Fig. 1: run 1, logic cells by family
Bar = 50 um.
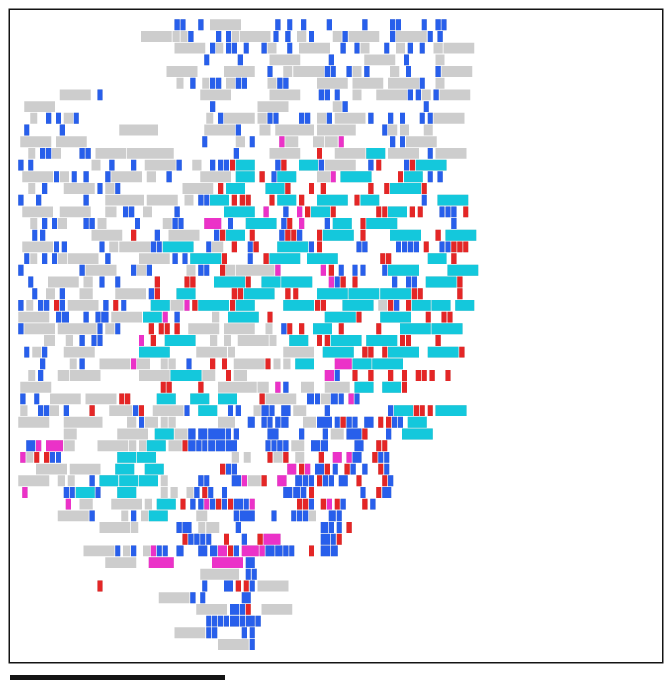
Fig. 2: run 1, routing congestion
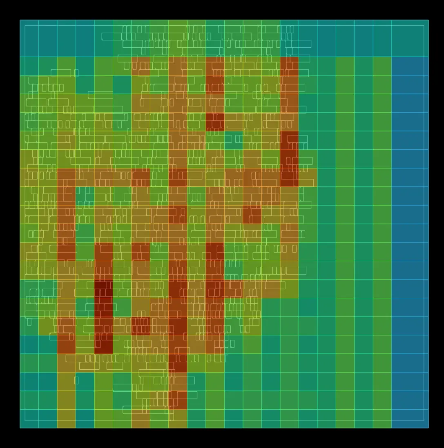
Fig. 3: run 1, supply network
Pins as bars on the die edge.
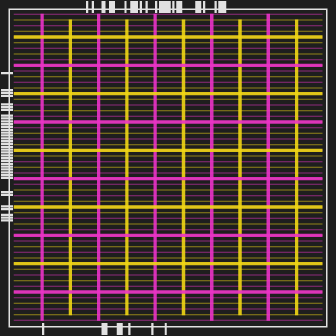
Design neuron_seq, sky130hd; sources not shown.
==> GITHUB_STEP_SUMMARY, run 1 <==
### Flow metrics

| Metric | Value |
|---|---|
| Total power | 1.043 mW |
| Yosys reg bits | ~91 |
| Routed length on met2 | roughly 7400 um |
| P_seq | 0.414 mW |
| Die area | between 20000 and 25000 um2 |
| Die x size | ~150 um |
| DR WL met3 | between 700 and 800 um |
| Cell taking the most area after synthesis | dfxtp_1 |
| DRC | 0 |
| Setup total negative slack | 0 ns |
| Status | completed |
| Floorplan Nets | approximately 1100 |
| DP Worst Slack | 4.907 ns |
| Port bufs | 0 |
| Top area contributor share | 27.47% |
| Crit-path slowest cell | fa_1 |
| Setup slack, reg-to-reg | between 4 and 5 ns |
| Mapped Area | roughly 6600 um2 |
| Min Tclk post-route | 5.013 ns |
| Seq area share | between 20% and 30% |
| Crit path DAT | 5.11 ns |
| Longest Clk Path Bufs | 2 |
| Max_slew headroom | between 50% and 60% |
| Vias in the first global route | roughly 5000 |
| CP Launch Type | flop |
| # Taps | approximately 280 |
| Root buffer cell | clkbuf_16 |
| Clk sink count | between 90 and 100 |
| Grt total ovfl | 0 |
| Reg2Reg Depth | 22 |
| Fin crit share | approximately 51% |
| Placed cell areas | 6823 um2 |
| Non-clk buf share | 0.3157% |
| Synth Seq Share | 27.47% |
| CTS tree | done |
| Yosys simple share | between 20 and 30% |
| WHS | just over 0.3 ns |
## Picture notes: Fig. 1
colour	family	cells	most used
blue	nand cells	375	nand2_1
cyan	fa/ha/maj cells	93	ha_1
red	inv cells	165	inv_1
magenta	nor cells	39	nor2_1
fraction of area in multi-input gates: 56.20%
most used logic cell in the final layout: nand2_1
final std cells w/o fill: 1184

## Picture notes: Fig. 2
GR Util met2: 22.71%
Layout Utilization: 32.79%
Total GRT Usage: 14.63%
busiest layer in global routing: met2
met3 Track Usage GR: 3.084%

## Picture notes: Fig. 3
colour	net
magenta	VSS
yellow	VDD
rows	54
met1 rails	55
signal pins	81
met4 straps	10
met5 straps	10
Worst VDD drop: 0.1247 mV
core area: 21760 um2

run 1: synth_stat cells:
master	instances
or2_0	1
a221oi_1	6
fa_1	44
clkbuf_2	1
a21oi_1	38
and2_1	2
nor2_1	27
inv_2	6
nand3_1	19
a31oi_1	43
nand3_2	3
dfxtp_1	91
nand2_1	325
nand2_4	1
nor2_8	1
a22oi_1	2
nand4_1	9
xor2_1	5
a221oi_2	1
nor2_2	6
a21oi_4	1
nor2_4	4
nand3b_1	2
buf_2	10
nand2_2	16
xnor2_1	5
buf_4	1
a21o_1	1
clkbuf_1	33
nor3_4	1
inv_1	159
ha_1	49
or2_2	3
a21oi_2	1
o21ai_0	11
a211oi_1	1
==> inputs of run 2 (changes only) <==
==> constraint.sdc (replaced) <==
create_clock -name clk -period 4.8 [get_ports clk]
set_clock_uncertainty 0.15 [all_clocks]
set_input_delay 0.96 -clock clk [delete_from_list [all_inputs] [get_ports clk]]
set_output_delay 0.96 -clock clk [all_outputs]
set_load 0.01 [all_outputs]
Fig. 4: run 2, logic cells by family
Bar = 50 um.
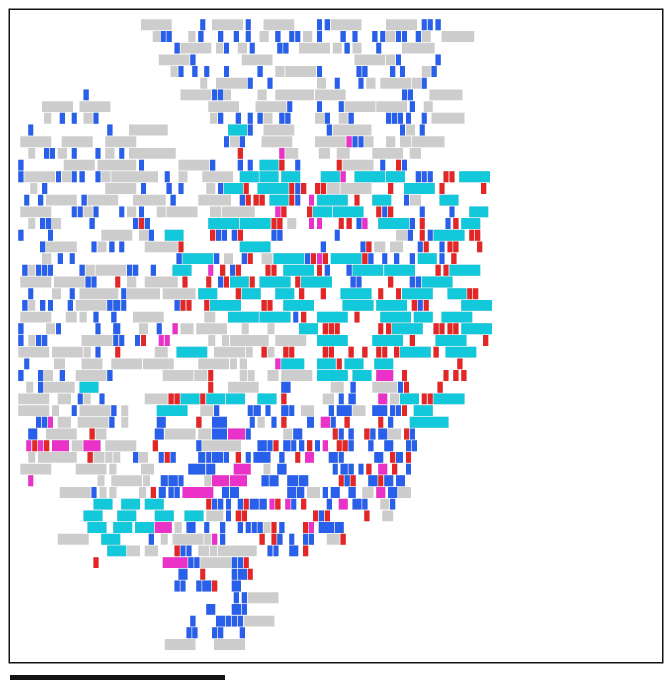
colour	family	cells	most used
blue	nand cells	375	nand2_1
magenta	nor cells	39	nor2_1
red	inv cells	165	inv_1
cyan	fa/ha/maj cells	93	ha_1
fraction of area in multi-input gates: 55.76%
final std cells w/o fill: 1195

==> run 2 against run 1 <==
Net effect: global-route usage rose by 0.30 points; critical path depth down 1; routed wire length up 2.2%; hold slack worse by 0.00057 ns; count of clock-buffer cells in the layout is 1 higher; clock power increased by 120%; synthesized cell count unchanged; critical path type unchanged.
==> GITHUB_STEP_SUMMARY, run 2 <==
### Flow metrics

| Metric | Value |
|---|---|
| Hold Vio Cnt, Final | 0 |
| Post-synth cell types | 36 |
| Longest Clk Path Bufs | 2 (unchanged) |
| Reg2Reg Depth | 21 (-4.5%) |
| # Taps | 280 (unchanged) |
| Final setup viols | 0 |
| Nets@finish | between 1000 and 1500 |
| Min Tclk post-route | 4.524 ns (-0.4890 ns) |
| Clock Latency Late Sink | 0.36 ns |
| Setup total negative slack | 0 ns (unchanged) |
| Fillcell total | approximately 2400 |
| Synthesis area per yosys | roughly 6600 um2 |
| Crit. End Element | flop |
| Synth Flop Type | dfxtp_1 |
| Clk pwr share | 35.7% |
| DR WL met3 | 659 um (-11%) |
| Post-CTS setup buffer count | 0 |
| CTS tree | done |
| Pre-Repair DR Iteration Count | 4 |
| Total GRT Usage | 14.93% (+0.30 points) |
| Cell taking the most area after synthesis | dfxtp_1 |
| Crit-path slowest cell | fa_1 |
| Routed length on met2 | 7534 um (+1.3%) |
| Worst Hold Path Cells | 2 |
| Log Warnings | 27 |
| Floorplan Nets | 1093 (unchanged) |
| Post-Syn Instances | 929 |
| Core area | 21760 um2 (unchanged) |
| Most frequent cells in the layout | nand2_1 (315), inv_1 (157), dfxtp_1 (79) |
| Status | completed |
| Placed cell areas | 6890 um2 (+0.99%) |
| Yosys reg bits | 91 (unchanged) |
| Most used logic cell in the final layout | nand2_1 |
| Invs w/o clock | around 170 |
| Ports | approximately 81 |
| DRC | 0 (unchanged) |
| Clk sink count | 91 (unchanged) |
| Number of enable flip-flop cells | 0 (unchanged) |
| GR Util met2 | 22.81% (+0.090 points) |
| P_seq | 0.850 mW (+110%) |
| Synth Seq Share | 27.47% (unchanged) |
| Bufs w/o clock | 14 |
| Num rows | between 50 and 60 |
| Mapped Area | 6631 um2 (unchanged) |
| Die area | 23010 um2 (unchanged) |
| CTS H-tree lvls | 3 |
| Busiest layer in global routing | met2 |
| Cell with the most instances after synthesis | nand2_1 |
| Root buffer cell | clkbuf_16 |
| Non-clk buf share | 1.431% (+1.1 points) |
| Crit path DAT | 4.61 ns (-0.50 ns) |
| Worst VDD drop | 0.3639 mV (+190%) |
| Wl on met1 | between 7000 and 8000 um |
| Grt total ovfl | 0 (unchanged) |
| Post-synth ARST share | 0% (unchanged) |
| Top area contributor share | 27.47% (unchanged) |
| Max_slew headroom | 52.22% (-2.6 points) |
| Vias in the first global route | 5262 (+3.9%) |
| Seq area share | 25.01% (-0.53 points) |
| Largest register FFs | 32 |
| Layout Utilization | 33.76% (+0.97 points) |
| Clock buffer count | 10 |
| Port bufs | 0 (unchanged) |
| Setup slack, reg-to-reg | 0.28 ns (-4.61 ns) |
| Met3 Track Usage GR | 3.114% (+0.030 points) |
| Unrepaired setup endpoints after global routing | true |
| CP Launch Type | flop |
| # diodes | 1 |
| Die x size | 151.7 um (unchanged) |
| Synth top cells by count | nand2_1 (325), inv_1 (159), dfxtp_1 (91) |
| Final instance area | between 7000 and 8000 um2 |
| Fin crit share | 94.26% (+44 points) |
| Delay-heaviest family, CP | adder cells |
| P_comb | approximately 0.60 mW |
[run 2: per-stage QoR]
stage          hold slack, ns  worst slack, ns  power [mW]
2_1_floorplan          0.2901           0.2357       1.295
3_3_place_gp           0.2921          0.08405       1.433
3_5_place_dp           0.2973          0.06204       1.437
4_1_cts                0.3063          0.07849       2.254
5_1_grt                0.3272          0.02995       2.384
6_report               0.3048           0.2756       2.258
[run 2: kinds of logic (layout without fill, tap and decap cells)]
kind of cell             Yosys count  after routing  synth area share, %
adder cells (fa/ha/maj)           93             93                22.53
AND/OR/NAND/NOR                  420            420                26.92
AND-OR/OR-AND                    105            105                9.604
buffers and inverters            210            195                12.15
XOR/XNOR                          10             10                1.321
flip-flops                        91             91                27.47
other                              0              1                    0
Power and IR drop assume default switching activity.
